[src/rtl/edge_to_level_gen_if.sv]
// ============================================================================
//  edge_to_level_gen_if
//  Request/level bundle between a strobe source and edge_to_level_gen.
//  Optional statistics signals exist only when EDGE_GEN_STATS_EN is defined.
//  Revision: 1.0
// ============================================================================
`default_nettype none

interface edge_to_level_gen_if;
    logic        rise_pulse;
    logic        fall_pulse;
    logic        signal_out;
    logic        busy;
    logic        dropped;
`ifdef EDGE_GEN_STATS_EN
    logic [15:0] drop_count;
    logic [15:0] toggle_count;

    modport master (
        output rise_pulse, fall_pulse,
        input  signal_out, busy, dropped, drop_count, toggle_count
    );
    modport slave (
        input  rise_pulse, fall_pulse,
        output signal_out, busy, dropped, drop_count, toggle_count
    );
`else
    modport master (
        output rise_pulse, fall_pulse,
        input  signal_out, busy, dropped
    );
    modport slave (
        input  rise_pulse, fall_pulse,
        output signal_out, busy, dropped
    );
`endif
endinterface

`default_nettype wire

[src/rtl/edge_to_level_gen.sv]
// ============================================================================
//  edge_to_level_gen
//  Rebuilds a minimum-width level from rise/fall strobes with one pending slot.
//  Optional macro EDGE_GEN_STATS_EN adds drop_count / toggle_count outputs.
//  Revision: 1.0
// ============================================================================
`default_nettype none

module edge_to_level_gen #(
    parameter int MIN_HIGH = 4,
    parameter int MIN_LOW  = 4,
    parameter int CNT_W    = 8
) (
    input  wire logic          clk,
    input  wire logic          reset,
    edge_to_level_gen_if.slave bus
);

    localparam logic [CNT_W-1:0] c_high_load = CNT_W'(MIN_HIGH - 1);
    localparam logic [CNT_W-1:0] c_low_load  = CNT_W'(MIN_LOW - 1);

    logic             r_level;
    logic [CNT_W-1:0] r_hcnt;
    logic             r_pend;
    logic             r_busy;
    logic             r_dropped;

    logic             w_conflict;
    logic             w_req_hi;
    logic             w_req_lo;
    logic             w_effective;
    logic             w_same;
    logic             w_cancel;
    logic             w_idle;
    logic             w_toggle;
    logic [CNT_W-1:0] w_hcnt_nxt;
    logic             w_pend_nxt;

    assign w_conflict  = bus.rise_pulse & bus.fall_pulse;
    assign w_req_hi    = bus.rise_pulse & ~bus.fall_pulse;
    assign w_req_lo    = bus.fall_pulse & ~bus.rise_pulse;
    assign w_effective = (w_req_hi & ~r_level) | (w_req_lo & r_level);
    assign w_same      = (w_req_hi & r_level) | (w_req_lo & ~r_level);
    assign w_idle      = (r_hcnt == '0);

    // A request for the current level withdraws a pending change, even on the
    // edge where that pending change would otherwise have executed.
    assign w_cancel    = r_pend & w_same;
    assign w_toggle    = w_idle & ~w_cancel & (w_effective | r_pend);

    always_comb begin
        w_hcnt_nxt = r_hcnt;
        w_pend_nxt = r_pend;
        if (w_toggle) begin
            w_hcnt_nxt = r_level ? c_low_load : c_high_load;
            w_pend_nxt = 1'b0;
        end else begin
            if (!w_idle) begin
                w_hcnt_nxt = r_hcnt - 1'b1;
            end
            if (w_cancel) begin
                w_pend_nxt = 1'b0;
            end else if (!w_idle && w_effective) begin
                w_pend_nxt = 1'b1;
            end
        end
    end

    always_ff @(posedge clk or posedge reset) begin
        if (reset) begin
            r_level   <= 1'b0;
            r_hcnt    <= '0;
            r_pend    <= 1'b0;
            r_busy    <= 1'b0;
            r_dropped <= 1'b0;
        end else begin
            r_level   <= r_level ^ w_toggle;
            r_hcnt    <= w_hcnt_nxt;
            r_pend    <= w_pend_nxt;
            r_busy    <= (w_hcnt_nxt != '0);
            r_dropped <= w_conflict;
        end
    end

    assign bus.signal_out = r_level;
    assign bus.busy       = r_busy;
    assign bus.dropped    = r_dropped;

`ifdef EDGE_GEN_STATS_EN
    logic [15:0] r_drop_count;
    logic [15:0] r_toggle_count;

    always_ff @(posedge clk or posedge reset) begin
        if (reset) begin
            r_drop_count   <= 16'h0000;
            r_toggle_count <= 16'h0000;
        end else begin
            if (w_conflict && (r_drop_count != 16'hFFFF)) begin
                r_drop_count <= r_drop_count + 16'h0001;
            end
            if (w_toggle) begin
                r_toggle_count <= r_toggle_count + 16'h0001;
            end
        end
    end

    assign bus.drop_count   = r_drop_count;
    assign bus.toggle_count = r_toggle_count;
`endif

endmodule

`default_nettype wire
[src/flat_wrapper.sv]
// flat-port wrapper written by rule: the top's interface ports become plain ports
module edge_to_level_gen_flat 
#(
    parameter int MIN_HIGH = 4,
    parameter int MIN_LOW  = 4,
    parameter int CNT_W    = 8
)
  (clk, reset, bus_rise_pulse, bus_fall_pulse, bus_signal_out, bus_busy, bus_dropped);
  edge_to_level_gen_if bus_i ();
  input  wire logic clk;
  input  wire logic reset;
  input wire logic [$bits(bus_i.rise_pulse)-1:0] bus_rise_pulse;
  input wire logic [$bits(bus_i.fall_pulse)-1:0] bus_fall_pulse;
  output wire logic [$bits(bus_i.signal_out)-1:0] bus_signal_out;
  output wire logic [$bits(bus_i.busy)-1:0] bus_busy;
  output wire logic [$bits(bus_i.dropped)-1:0] bus_dropped;
  assign bus_i.rise_pulse = bus_rise_pulse;
  assign bus_i.fall_pulse = bus_fall_pulse;
  assign bus_signal_out = bus_i.signal_out;
  assign bus_busy = bus_i.busy;
  assign bus_dropped = bus_i.dropped;
  edge_to_level_gen #(.MIN_HIGH(MIN_HIGH), .MIN_LOW(MIN_LOW), .CNT_W(CNT_W)) u_core (.clk(clk), .reset(reset), .bus(bus_i));
endmodule
[config.mk]
export PLATFORM = sky130hd
export DESIGN_NAME = edge_to_level_gen_flat
export DESIGN_NICKNAME = d
export VERILOG_FILES = /design/src/rtl/edge_to_level_gen_if.sv /design/src/rtl/edge_to_level_gen.sv /design/src/flat_wrapper.sv
export SDC_FILE = /design/constraint.sdc
export NUM_CORES = 1
export LEC_CHECK = 0
export CAP_MARGIN = 20
export CORE_AREA = 2 2 39 41
export DETAILED_ROUTE_END_ITERATION = 7
export DIE_AREA = 0 0 41 43
export GPL_ROUTABILITY_DRIVEN = 0
export HOLD_SLACK_MARGIN = 0.06
export PLACE_DENSITY = 0.83
export RECOVER_POWER = 100
export SLEW_MARGIN = 20
export SYNTH_ARGS = -nofsm -noshare
export SYNTH_HDL_FRONTEND = slang
export SYNTH_SLANG_ARGS = --single-unit
export TNS_END_PERCENT = 100
[constraint.sdc]
create_clock -name clk -period 1.9 [get_ports clk]
set_input_delay 0.285 -clock clk [delete_from_list [all_inputs] [get_ports clk]]
set_output_delay 0.285 -clock clk [all_outputs]
set_load 0.01 [all_outputs]
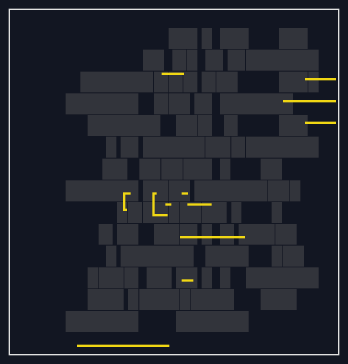
run_1/m3.png
Drawn at 8 px/um.
longest straight run: 11.3 um
main direction: horizontal
wire length on this layer: 47.0 um
share of all routed wire: 3.6%
M3 GR Usage: 0.0366
total length of routed wires: 1320 um
vias after detailed routing: 563

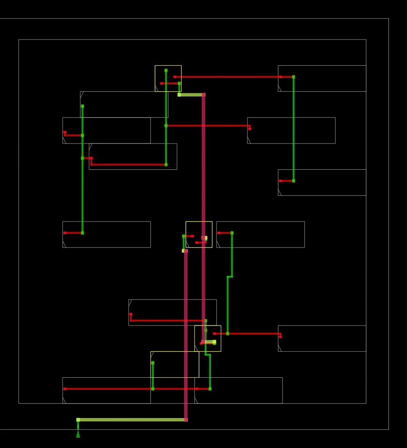
run_1/clock_nets.png
total CTS buffers: 3
worst-case clock skew: 0.00265 ns
number of clock buffer instances in the layout: 4
insertion delay to the later sink of the worst-skew pair: 0.28 ns
number of sinks on the clock net: 12

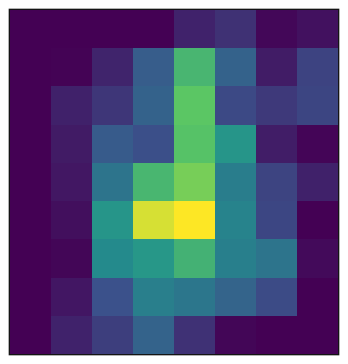
run_1/route_heat.png
Drawn at 8 px/um. The die is cut into 8 by 9 equal tiles; dark purple is low, yellow is high, scaled to the fullest tile. Values are wire area over tile area, all layers added.
emptiest ninth of the die: top left
tiles over half the peak: 15%
mean over tiles: 0.12
nearly empty tiles: 29%

==> summary.txt, run 1 <==
On the backend side, the flow ran end to end.

The run finished with clean final reports. The total nets after synthesis stands at 74. Switching power as a fraction of the total was reported as 0.394.

Post-synthesis, Yosys gives the total cell area as 672 um2. The report puts the hold buffer count at CTS at 0. Of the total power, registers draw 0.383. The share of the core area taken by cells at floorplan is 0.486.

The power attributed to combinational cells stands at 0.000558 W. The synthesized netlist handed to floorplanning was reported with a cell count of 68. Before antenna repair, the detailed router went through 4 iterations. The overall chip area stands at 0.00176 mm2.

The worst setup path is captured at a flop. The average cell area after synthesis stands at 9.88 um2. The number of antenna violations at the first check in global routing was 0. The share of synthesized area in the top cell type comes to 0.447.

The post-CTS setup repair buffer count stands at 0. In this run, synthesis inferred 0 flip-flops with an integrated enable. The count of buffers added on input and output ports is 6.

The number of warnings printed during yosys synthesis stands at 0. Entering global routing, the biggest net connects 13 pins. Adding up every negative setup slack in the final design gives 0 ns.

In this run the worst setup path terminates at u_core.bus.busy$_DFF_PP0_. On the critical path the largest part of the delay comes from simple AND/OR/NAND/NOR gates. The biggest area contributor in the post-synthesis netlist is sky130_fd_sc_hd__dfrtp_1.

Per the synthesis report, the XOR/XNOR share of the synthesized area is 0.0261. Ranked by power, first place goes to combinational logic. The worst register-to-register path depth is 7. Per the timing report, the most critical flop-to-flop path originates at u_core.r_hcnt[0]$_DFF_PP0_. After floorplanning, the core was divided into 14 placement rows. The share of the Yosys chip area taken by registers is 0.447. The worst-case register-to-register setup slack stands at 0.13 ns. The area fraction in mux cells stands at 0.0447. The cell leakage power stands at 0.353 nW.

TritonCTS built the clock tree. The worst register-to-register path ends at u_core.bus.busy$_DFF_PP0_. The setup-violating endpoint count in the final report stands at 0.

The pre-CTS setup check shows a worst slack of 0.0517 ns. The number of non-filler instances in the completed layout stands at 99. The adder and majority gate portion of the synthesized area stands at 0.0372. The design draws 0.00125 W. The clock slew seen by the registers of the worst setup and hold paths stands at 0.08 ns. The number of remaining DRC errors stands at 0.

The post-synthesis simple-gate area fraction stands at 0.274. In the final layout, the share of cells above drive strength 1 is 0.205. Dividing the detail-routed wire length by the instance count gives 13.3 um.

The smallest setup slack after layout stands at 0.134 ns. The synthesized netlist occupies a cell area of 672 um2. The count of antenna diodes in the layout stands at 0.

Looking at the cell usage after synthesis, the top flip-flop cell is sky130_fd_sc_hd__dfrtp_1. The final hold violation count stands at 0. Dividing the final minimum period by the clock period gives 0.929. The total buffers and inverters traversed by the critical path stands at 1. The placed cell count stands at 95.

Of all nets on the critical path, the largest fanout is 5. The final tally of max-slew violations stands at 0. Data arrives at the worst endpoint at 1.92 ns. STA classifies the critical path startpoint as a flop. The net count of the finished layout is 90. The critical path in this run is classified as flop to flop.

The worst-case clock buffer depth stands at 2. The share of flip-flops with an asynchronous set or reset after synthesis stands at 1.00. The final non-filler cell area stands at 822 um2. The worst VDD IR drop from the latest analysis is 0.736 mV.

Checking hold timing, the worst path is listed with class input pin to asynchronous set/reset pin. The worst slew margin relative to its limit stands at 0.697. The longest incremental delay of any stage on the critical path is reported as 0.41 ns.

Setup repair after global routing left no endpoint under its margin. The per-cell via count in the routed design stands at 5.69. The total overflow left after global routing is 0. The tree is rooted in a sky130_fd_sc_hd__clkbuf_4. The I/O pin total stands at 7. The post-synthesis register bit count stands at 12. The power per unit of standard cell area stands at 1520 mW/mm2. The count of cells resized by post-cts repair stands at 0. The first-pass GRT wire length stands at 2270 um. Looking at the max-slew report, the worst-margin pin has a slew of 0.443 ns. Overall routing resource usage recorded by global route was 0.196. The aoi/oai-family share of the synthesized area stands at 0.149. The max-capacitance violation count stands at 0.

According to the timing report, the data required time at the worst endpoint equals 2.05 ns. The number of gates on the worst path with buffers counted stands at 7. The share of total power dissipated in the clock network is 0.169. The floorplan step defined a core boundary enclosing 0.00138 mm2.

For this run the top cell type by instance count after synthesis was sky130_fd_sc_hd__dfrtp_1. The clock group power stands at 0.000211 W. In the Yosys report the total cell count is 68. In this run the layout overhead on the synthesized area is reported as 22.3%. The stage logs contain a warning count of 27.

The share of total power dissipated in combinational logic is 0.447. The power report lists cell-internal power as 0.000756 W. Note, the detailed placer reported a final HPWL of 985 um.

From bottom edge to top edge, the die measures 43 um. For reference, the top cells by area after synthesis are sky130_fd_sc_hd__dfrtp_1 (45%), sky130_fd_sc_hd__a21oi_1 (5.2%), sky130_fd_sc_hd__mux2_4 (4.5%), sky130_fd_sc_hd__nor2_1 (4.5%), sky130_fd_sc_hd__ha_1 (3.7%). For reference, the top cells by count after synthesis are sky130_fd_sc_hd__dfrtp_1 (12), sky130_fd_sc_hd__nor2_1 (8), sky130_fd_sc_hd__a21oi_1 (7). In this run the worst setup path begins at u_core.r_hcnt[0]$_DFF_PP0_. The net load switching power stands at 0.000491 W.

The remaining antenna violation count stands at 0. The horizontal extent of the die stands at 41 um. For reference, the critical path cell chain is inv_1 > ha_1 > nor3b_2 > and2_4 > or3_2 > o31ai_1 > nand4b_1. The slowest stage of the critical path is the sky130_fd_sc_hd__or3_2 cell.
## run 1: metal layers
metal,GRT usage,part of all wire,vias to the layer above
li1,-,-,276
met5,0,0,-
met2,0.300,0.48,17
met4,0.133,0.033,0
met3,0.0366,0.035,5
met1,0.233,0.45,265
## run 1: per-stage QoR
step / utilization / hold slack [ns]
finish: 0.594 / 0.442
global route: 0.594 / 0.518
CTS: 0.597 / 0.330
detailed placement: 0.571 / 0.565
global placement: 0.571 / 0.558
floorplan: - / 0.150
## run 1: state kept, by name (all words and copies together), names as in the netlist
register and flops:
u_core.bus.dropped 1, u_core.bus.busy 1, u_core.r_hcnt 8, u_core.r_pend 1, u_core.bus.signal_out 1
## run 1: layout make-up
cell class / instances / area [um2] / share of cell area
Tap cell: 16 / 20.0 / 0.0244
Clock buffer: 4 / 36.3 / 0.0441
Sequential cell: 12 / 300 / 0.365
Inverter: 4 / 15.0 / 0.0183
Multi-Input combinational cell: 52 / 357 / 0.434
Timing Repair Buffer: 11 / 93.8 / 0.114
## run 1: layout by cell type, fill, tap and decap left out, types with 2 or more instances in the layout
cell	count
sky130_fd_sc_hd__dfrtp_1	12
sky130_fd_sc_hd__nor2_1	8
sky130_fd_sc_hd__a21oi_1	7
sky130_fd_sc_hd__nand2_1	5
sky130_fd_sc_hd__dlygate4sd3_1	5
sky130_fd_sc_hd__inv_1	4
sky130_fd_sc_hd__buf_4	4
sky130_fd_sc_hd__a211oi_1	3
sky130_fd_sc_hd__clkbuf_4	3
sky130_fd_sc_hd__mux2_4	2
sky130_fd_sc_hd__nand3_1	2
sky130_fd_sc_hd__o21ai_0	2
sky130_fd_sc_hd__o31ai_1	2
sky130_fd_sc_hd__nor3_1	2
sky130_fd_sc_hd__nand2b_1	2
sky130_fd_sc_hd__ha_1	2
run_1/sizing.png
Drawn at 6 px/um.
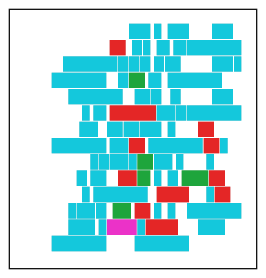

==> inputs of run 2 (changes only) <==
--- a/config.mk
+++ b/config.mk
@@ -6,9 +6,9 @@
 export NUM_CORES = 1
 export LEC_CHECK = 0
 export CAP_MARGIN = 20
-export CORE_AREA = 2 2 39 41
+export CORE_AREA = 8 8 45 47
 export DETAILED_ROUTE_END_ITERATION = 7
-export DIE_AREA = 0 0 41 43
+export DIE_AREA = 0 0 53 55
 export GPL_ROUTABILITY_DRIVEN = 0
 export HOLD_SLACK_MARGIN = 0.06
 export PLACE_DENSITY = 0.83
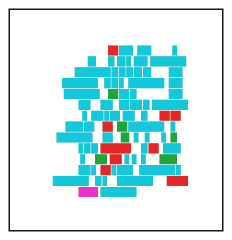
run_2/sizing.png
Drawn at 4 px/um.
| size | color | cells |
|---|---|---|
| x2 | green | 6 |
| x3 and x4 | red | 9 |
| x1 and smaller | cyan | 67 |
| x6 and larger | magenta | 1 |
P&R area growth vs syn: 21.4%
Final WS setup: 0.213 ns

==> run 2 against run 1 <==
  * Flip-flop count unchanged
  * Sequential share of layout area grew 0.28 points
  * Global-route usage fell by 9.6 points
  * Synthesized area did not move
  * Total power fell by 2.3%
  * Synthesized cell count stayed put
  * Critical path depth is the same
  * Maximum frequency grew 4.6%
  * First-iteration DRC count increased by 100%
  * Critical path type unchanged
  * Largest cell class unchanged
  * Largest power group unchanged
==> summary.txt, run 2 <==
On the backend side, the flow ran end to end.

The final hold violation count stands at 0. The largest register by flop count is u_core.r_hcnt. The per-cell via count in the routed design stands at 5.74. The total clock buffers created by CTS stands at 3. The share of layout cells above drive strength 1 stands at 0.193. The main area contributors are sky130_fd_sc_hd__dfrtp_1 (45%), sky130_fd_sc_hd__a21oi_1 (5.2%), sky130_fd_sc_hd__mux2_4 (4.5%), sky130_fd_sc_hd__nor2_1 (4.5%), sky130_fd_sc_hd__ha_1 (3.7%).

The final non-filler cell area stands at 816 um2. The first-pass iteration count of the detailed router stands at 4. The horizontal extent of the die stands at 53 um. The final layout contains 90 nets. The chip area line in the Yosys stat output reads 672 um2. The number of remaining DRC errors stands at 0. In the finished design, the share of the clock period the worst path needs comes to 0.888. The register with the most flip-flops in the layout has 8 of them. For this design, the CTS-stage hold fixing added 0 buffers.

After global routing the overflow that remains totals 0. The flow ran to the end, and the final reports show no timing, DRC or antenna violations. Switching power as a fraction of the total was reported as 0.394.

The OpenROAD report gives the critical path a required time of 2.07 ns. The total cells reported by yosys after synthesis stands at 68. The maximum number of pins on one net before global-route repair stands at 13. The report lists the cells along the critical path as inv_1 > ha_1 > nor3b_2 > and2_4 > or3_2 > o31ai_1 > nand4b_1. The post-synthesis register bit count stands at 12.

The peak supply drop stands at 0.780 mV. Along the critical path, the tally of buffer and inverter instances is 1. The number of gates on the worst path with buffers counted stands at 7. The clock skew after layout stands at 0.0114 ns.

The number of setup buffers added after CTS is 0. The largest part of the power goes to combinational logic. The path class of the tightest hold or removal check is input pin to asynchronous set/reset pin. The tool flagged a number of max-cap violations equal to 0.

Total power for the finished layout comes to 0.00122 W. The max-slew check reports its worst relative slack as 0.682. The clock share of power stands at 0.172.

The first-pass GRT wire length stands at 2140 um. The flow reports power dissipated in combinational cells as 0.000525 W. Clock tree synthesis found a total of 12 sinks. For reference, the final report shows the max-slew violation count at 0. Per the OpenROAD power report, leakage power amounts to 0.348 nW. For reference, the critical path is launched at u_core.r_hcnt[0]$_DFF_PP0_. The synthesized design contains 0 enable-type register cells. The area fraction of the largest cell type after synthesis is 0.447. The I/O pin total stands at 7. Per the cell usage report, the commonest logic cell in the layout is sky130_fd_sc_hd__dfrtp_1. The initial cell density of the core stands at 0.486. Leaving out fill and tap cells, the most frequent cells in the layout are sky130_fd_sc_hd__dfrtp_1 (12), sky130_fd_sc_hd__nor2_1 (8), sky130_fd_sc_hd__a21oi_1 (7). Of all cell types, the one taking the most synthesized area is sky130_fd_sc_hd__dfrtp_1.

In this run the power density over the cells is 1490 mW/mm2. The number of antenna violations at the first check in global routing was 0. In this run the critical register-to-register path is launched from u_core.r_hcnt[0]$_DFF_PP0_.

Among all stages on the critical path, the maximum delay recorded is 0.40 ns. The setup-violating endpoint count in the final report stands at 0. For this run, asynchronously set or reset flops after synthesis account for 1.00. The average cell area after synthesis stands at 9.88 um2.

The biggest fanout along the worst timing path stands at 5. The count of antenna diodes in the layout stands at 0. The half-perimeter wire length after placement stands at 998 um. The share of synthesized area occupied by flip-flops and latches stands at 0.447. The tree is rooted in a sky130_fd_sc_hd__clkbuf_4.

The sequential share of power stands at 0.398. The depth of the most critical reg-to-reg path stands at 7. The clock group power stands at 0.000209 W.
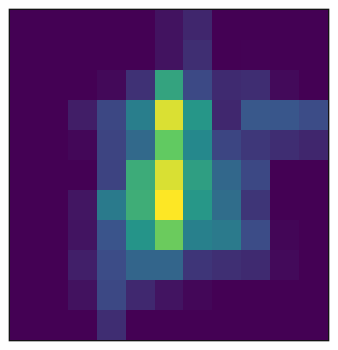
run_2/route_heat.png
Drawn at 6 px/um. The die is cut into 11 by 11 equal tiles; dark purple is low, yellow is high, scaled to the fullest tile. Values are wire area over tile area, all layers added.
total track usage: 0.100
Routed wire per std cell: 13.3 um
total length of routed wires: 1320 um
vias after detailed routing: 568

run 2: logic make-up (layout without fill, tap and decap cells):
logic type,after synthesis,count (layout),synth area share
compound gates,16,16,0.149
xor+xnor,2,2,0.0261
fa+ha+maj,2,2,0.0372
buf+inv,4,19,0.0223
flops,12,12,0.447
mux,2,2,0.0447
simple gates,30,30,0.274
run 2: final timing paths:
path / end / slack, ns
max: u_core.bus.busy$_DFF_PP0_ / 0.21
min: u_core.bus.dropped$_DFF_PP0_ / 0.45
max reg2reg: u_core.bus.busy$_DFF_PP0_ / 0.21
min reg2reg: u_core.r_hcnt[7]$_DFF_PP0_ / 0.57
max in group asynchronous: u_core.r_hcnt[5]$_DFF_PP0_ / 1.11
min in group clk: u_core.r_hcnt[7]$_DFF_PP0_ / 0.57
run 2: routing by layer:
layer,up-vias,GRT usage,wire length [um]
li1,275,-,-
met1,276,0.115,624
met2,12,0.162,588
met3,5,0.0107,58
met4,0,0.0905,46
met5,-,0,0
run 2: area by class of cell:
| type | count | area (um2) |
|---|---|---|
| Clock buffer | 4 | 36.3 |
| Inverter | 4 | 15.0 |
| Multi-Input combinational cell | 52 | 353 |
| Tap cell | 16 | 20.0 |
| Fill cell | 139 | 568 |
| Sequential cell | 12 | 300 |
| Timing Repair Buffer | 11 | 91.3 |
run 2: metrics by stage:
step / utilization / setup WS [ns] / hold slack (ns)
after detailed placement: 0.571 / 0.0998 / 0.559
final: 0.590 / 0.213 / 0.453
after global routing: 0.590 / 0.0692 / 0.513
after floorplan: - / 0.146 / 0.150
after CTS: 0.597 / 0.203 / 0.336
after global placement: 0.571 / 0.140 / 0.557
==> inputs of run 3 (changes only) <==
--- a/config.mk
+++ b/config.mk
@@ -5,7 +5,6 @@
 export SDC_FILE = /design/constraint.sdc
 export NUM_CORES = 1
 export LEC_CHECK = 0
-export CAP_MARGIN = 20
 export CORE_AREA = 8 8 45 47
 export DETAILED_ROUTE_END_ITERATION = 7
 export DIE_AREA = 0 0 53 55
@@ -13,7 +12,7 @@
 export HOLD_SLACK_MARGIN = 0.06
 export PLACE_DENSITY = 0.83
 export RECOVER_POWER = 100
-export SLEW_MARGIN = 20
+export SKIP_LAST_GASP = 1
 export SYNTH_ARGS = -nofsm -noshare
 export SYNTH_HDL_FRONTEND = slang
 export SYNTH_SLANG_ARGS = --single-unit
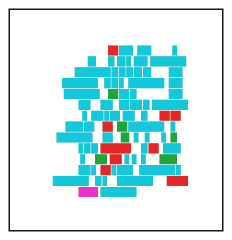
run_3/sizing.png
Drawn at 4 px/um.
| size | color | cells |
|---|---|---|
| x2 | green | 6 |
| x3 and x4 | red | 9 |
| x1 and smaller | cyan | 67 |
| x6 and larger | magenta | 1 |

==> run 3 against run 2 <==
  * Critical path depth unchanged
  * Flip-flop count unchanged
  * Clock skew unchanged
  * Sequential share of layout area unchanged
  * Non-clock buffer count unchanged
  * Largest power group unchanged
  * Global-route usage unchanged
  * Synthesized area unchanged
  * Die area unchanged
  * Synthesized cell count unchanged
==> summary.txt, run 3 <==
On the backend side, the flow ran end to end.

Post-route period utilization is reported as 0.888. The share of the Yosys chip area taken by registers is 0.447. The standard cell area after detailed placement stands at 790 um2. In this run the worst setup path begins at u_core.r_hcnt[0]$_DFF_PP0_. The wire-length estimate of the detail-placed layout is 998 um. Measured on the finished design, the core utilization comes to 0.590. For this block, the routed nets add up to 1320 um of wire. The overall global routing resource usage stands at 0.100. The routed design could run at a clock period as short as 1.69 ns. For the sequential group, total power comes out at 0.000485 W.

Per STA, the worst path is made up of inv_1 > ha_1 > nor3b_2 > and2_4 > or3_2 > o31ai_1 > nand4b_1. The net load switching power stands at 0.000480 W. During I/O placement, the number of pins put on the boundary was 7. The post-layout net count stands at 90.

The clock share of power stands at 0.172. Of the cells placed in the final design, the portion with a size suffix greater than 1 is 0.193. The per-cell via count in the routed design stands at 5.74. The final timing report lists a hold violation count of 0. The share of the core area taken by cells at floorplan is 0.486.

The met3 global-route usage stands at 0.0107. The first-pass iteration count of the detailed router stands at 4. The worst-skew pair later-pin latency stands at 0.29 ns.

Checking hold timing, the worst path is listed with class input pin to asynchronous set/reset pin. The OpenROAD report gives the critical path a data arrival time of 1.85 ns. Sorting the synthesized cells by how often they occur yields sky130_fd_sc_hd__dfrtp_1 (12), sky130_fd_sc_hd__nor2_1 (8), sky130_fd_sc_hd__a21oi_1 (7). The via count stands at 568. Of the post-synthesis cell area, the dominant cell type holds 0.447. The critical path's slowest stage uses the library cell sky130_fd_sc_hd__or3_2. The iteration-0 DRC count of the detailed router stands at 20. The overall chip area stands at 0.00292 mm2. The delay contributed by the slowest stage of the critical path stands at 0.40 ns. The gate count after technology mapping stands at 68.

The report counts max-capacitance violations totalling 0. The wire length on met2 stands at 588 um. The power attributed to combinational cells stands at 0.000525 W. In this run, synthesis inferred 0 flip-flops with an integrated enable. The most critical hold endpoint after final layout shows a slack of 0.453 ns. Clock tree synthesis selected as its root buffer the cell sky130_fd_sc_hd__clkbuf_4. The post-synthesis to final-layout area growth stands at 21.4%. The global routing report lists met2 layer usage as 0.162. The die height stands at 55 um.

Of the total power, registers draw 0.398. The switching portion of total power comes to 0.394. Per the summary, power density relative to cell area is 1490 mW/mm2. The main area contributors are sky130_fd_sc_hd__dfrtp_1 (45%), sky130_fd_sc_hd__a21oi_1 (5.2%), sky130_fd_sc_hd__mux2_4 (4.5%), sky130_fd_sc_hd__nor2_1 (4.5%), sky130_fd_sc_hd__ha_1 (3.7%). The post-CTS setup repair buffer count stands at 0. In this run the cell area of the synthesized design comes to 672 um2. The worst slew margin relative to its limit stands at 0.682. The flow ran to the end, and the final reports show no timing, DRC or antenna violations.

The internal power contribution stands at 0.000739 W. The share of flip-flops with an asynchronous set or reset after synthesis stands at 1.00. The first global-routing pass estimated 2140 um of wire. In the final report, the number of endpoints failing setup comes to 0. met2 is the most crowded layer. The met1 track utilization from global routing stands at 0.115.

For this block, wires on met1 add up to 624 um. The stat command in Yosys gives a chip area of 672 um2. TritonRoute output was used to compute an average wire per cell of 13.3 um. In the layout the commonest cells are sky130_fd_sc_hd__dfrtp_1 (12), sky130_fd_sc_hd__nor2_1 (8), sky130_fd_sc_hd__a21oi_1 (7).

Per STA, the worst path accumulates the most delay in the family simple AND/OR/NAND/NOR gates. Looking at area per cell type in the netlist, the leader is sky130_fd_sc_hd__dfrtp_1. The share of power burned in combinational logic stands at 0.431. In the Yosys report the total cell count is 68. The final tally of max-slew violations stands at 0. The final layout reports a setup TNS of 0 ns.

The horizontal extent of the die stands at 53 um. For this run, the script counts the antenna cells in the layout as 0. TritonCTS built the clock tree. The number of nets in the synthesized netlist is 74. Along the critical path, the tally of buffer and inverter instances is 1.

The register with the most flip-flops in the layout has 8 of them. The initialized floorplan defines 14 standard-cell rows. For this design, the CTS-stage hold fixing added 0 buffers. For the clock group, total power comes out at 0.000209 W. The finished cells cover 816 um2. The maximum number of pins on one net before global-route repair stands at 13.

The met3 layer wire length in the routed design stands at 58 um. The count of fill cells added during filler insertion stands at 139. The biggest fanout along the worst timing path stands at 5. The Yosys step of the flow raised 0 warnings. Synthesis instantiated 28 different standard cells from the library. The post-synthesis register bit count stands at 12.

The total clock buffers created by CTS stands at 3. The transition time of the tightest slew-check pin stands at 0.477 ns. The count of cells resized by post-cts repair stands at 0. The tree built by TritonCTS fans out to 12 sinks.

Per the power-grid run, VDD falls by no more than 0.780 mV. The overflow left after global routing stands at 0. The number of antenna violations at the first check in global routing is 0. The data required time reported for the critical path is 2.07 ns. The number of global-route vias before repair came to 504.

The critical path in the final layout is reported with a setup slack of 0.213 ns. Per the placement report, the placed cell count is 95. Looking at the group totals, the largest power group turns out to be combinational logic. Per the post-synthesis stats, the area per cell is 9.88 um2. The clock skew after layout stands at 0.0114 ns. Power comes to 0.00122 W.

Looking at the cell usage after synthesis, the top flip-flop cell is sky130_fd_sc_hd__dfrtp_1. The flow reports an fmax of 593 MHz. Among all cell types in the netlist, the one instantiated most often is sky130_fd_sc_hd__dfrtp_1.

The number of remaining DRC errors stands at 0. The worst setup path is of the flop to flop kind. The remaining antenna violation count stands at 0. The cell leakage power stands at 0.348 nW. Before CTS, the worst setup slack after placement is 0.0998 ns. Setup repair after global routing left no endpoint under its margin. The count of buffers added on input and output ports is 6.

The top cell type in the final layout, fill and taps aside, is sky130_fd_sc_hd__dfrtp_1. In this run the top signal layer used is met4. The placeable core area stands at 0.00138 mm2. The worst setup path is launched from a flop.

The worst setup path is captured at a flop. In this run the critical register-to-register path is launched from u_core.r_hcnt[0]$_DFF_PP0_. The total number of warnings across the stage logs stands at 27. The largest register by flop count is u_core.r_hcnt.

The final report lists a non-filler cell total of 99. The clock slew seen by the registers of the worst setup and hold paths stands at 0.08 ns. The worst-case clock buffer depth stands at 2. In this run the number of H-tree levels came out at 1.
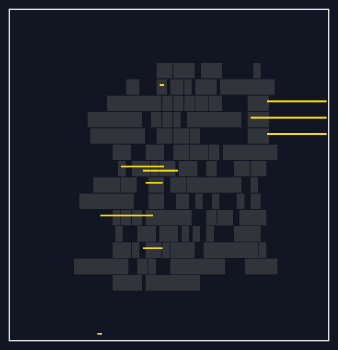
run_3/m3.png
Drawn at 6 px/um.
share of all routed wire: 4.4%
wire length on this layer: 58.4 um
nets with wire on the layer: 7

run 3: worst reg2reg max path: stages, from the launching register on:
cell                       delay (ns)
sky130_fd_sc_hd__dfrtp_1         0.35
sky130_fd_sc_hd__inv_1           0.05
sky130_fd_sc_hd__ha_1            0.19
sky130_fd_sc_hd__nor3b_2         0.19
sky130_fd_sc_hd__and2_4          0.19
sky130_fd_sc_hd__or3_2           0.40
sky130_fd_sc_hd__o31ai_1         0.07
sky130_fd_sc_hd__nand4b_1        0.11
run 3: kinds of logic (layout without fill, tap and decap cells):
kind of cell / Yosys count / count (layout) / synth area share
simple gates: 30 / 30 / 0.274
compound gates: 16 / 16 / 0.149
flops: 12 / 12 / 0.447
fa+ha+maj: 2 / 2 / 0.0372
xor+xnor: 2 / 2 / 0.0261
mux: 2 / 2 / 0.0447
buf+inv: 4 / 19 / 0.0223
run 3: path summary, 6_finish.rpt:
kind	endpoint	slack (ns)	cells past startpoint
hold / removal	u_core.bus.dropped$_DFF_PP0_	0.45	2
setup / recovery	u_core.bus.busy$_DFF_PP0_	0.21	7
min in group clk	u_core.r_hcnt[7]$_DFF_PP0_	0.57	1
setup reg to reg	u_core.bus.busy$_DFF_PP0_	0.21	7
hold reg to reg	u_core.r_hcnt[7]$_DFF_PP0_	0.57	1
max in group asynchronous	u_core.r_hcnt[5]$_DFF_PP0_	1.11	2
run 3: final cells by class:
cell class / count / area (um2) / share of cell area
multi-input combinational: 52 / 353 / 0.433
sequential: 12 / 300 / 0.368
timing repair buffer: 11 / 91.3 / 0.112
clock buffer: 4 / 36.3 / 0.0445
tap: 16 / 20.0 / 0.0245
inverter: 4 / 15.0 / 0.0184

==> gallery <==
Cells colored by class.
Plate I
Drawn at 8 px/um.
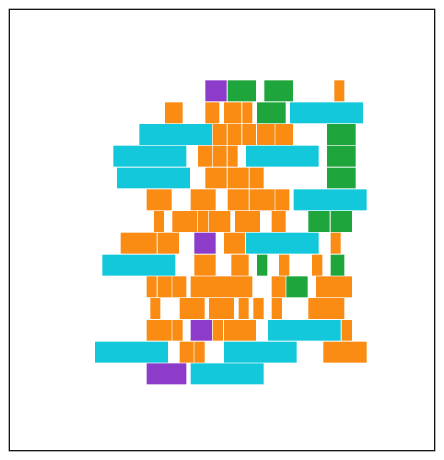
Plate II
Drawn at 12 px/um.
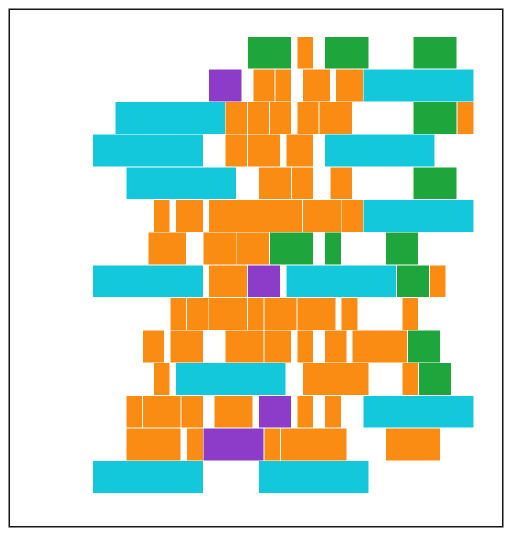
| from | picture |
|---|---|
| run 1 | Plate II |
| run 3 | Plate I |
- largest die: Plate I

Power is estimated from default activity; no workload was simulated.
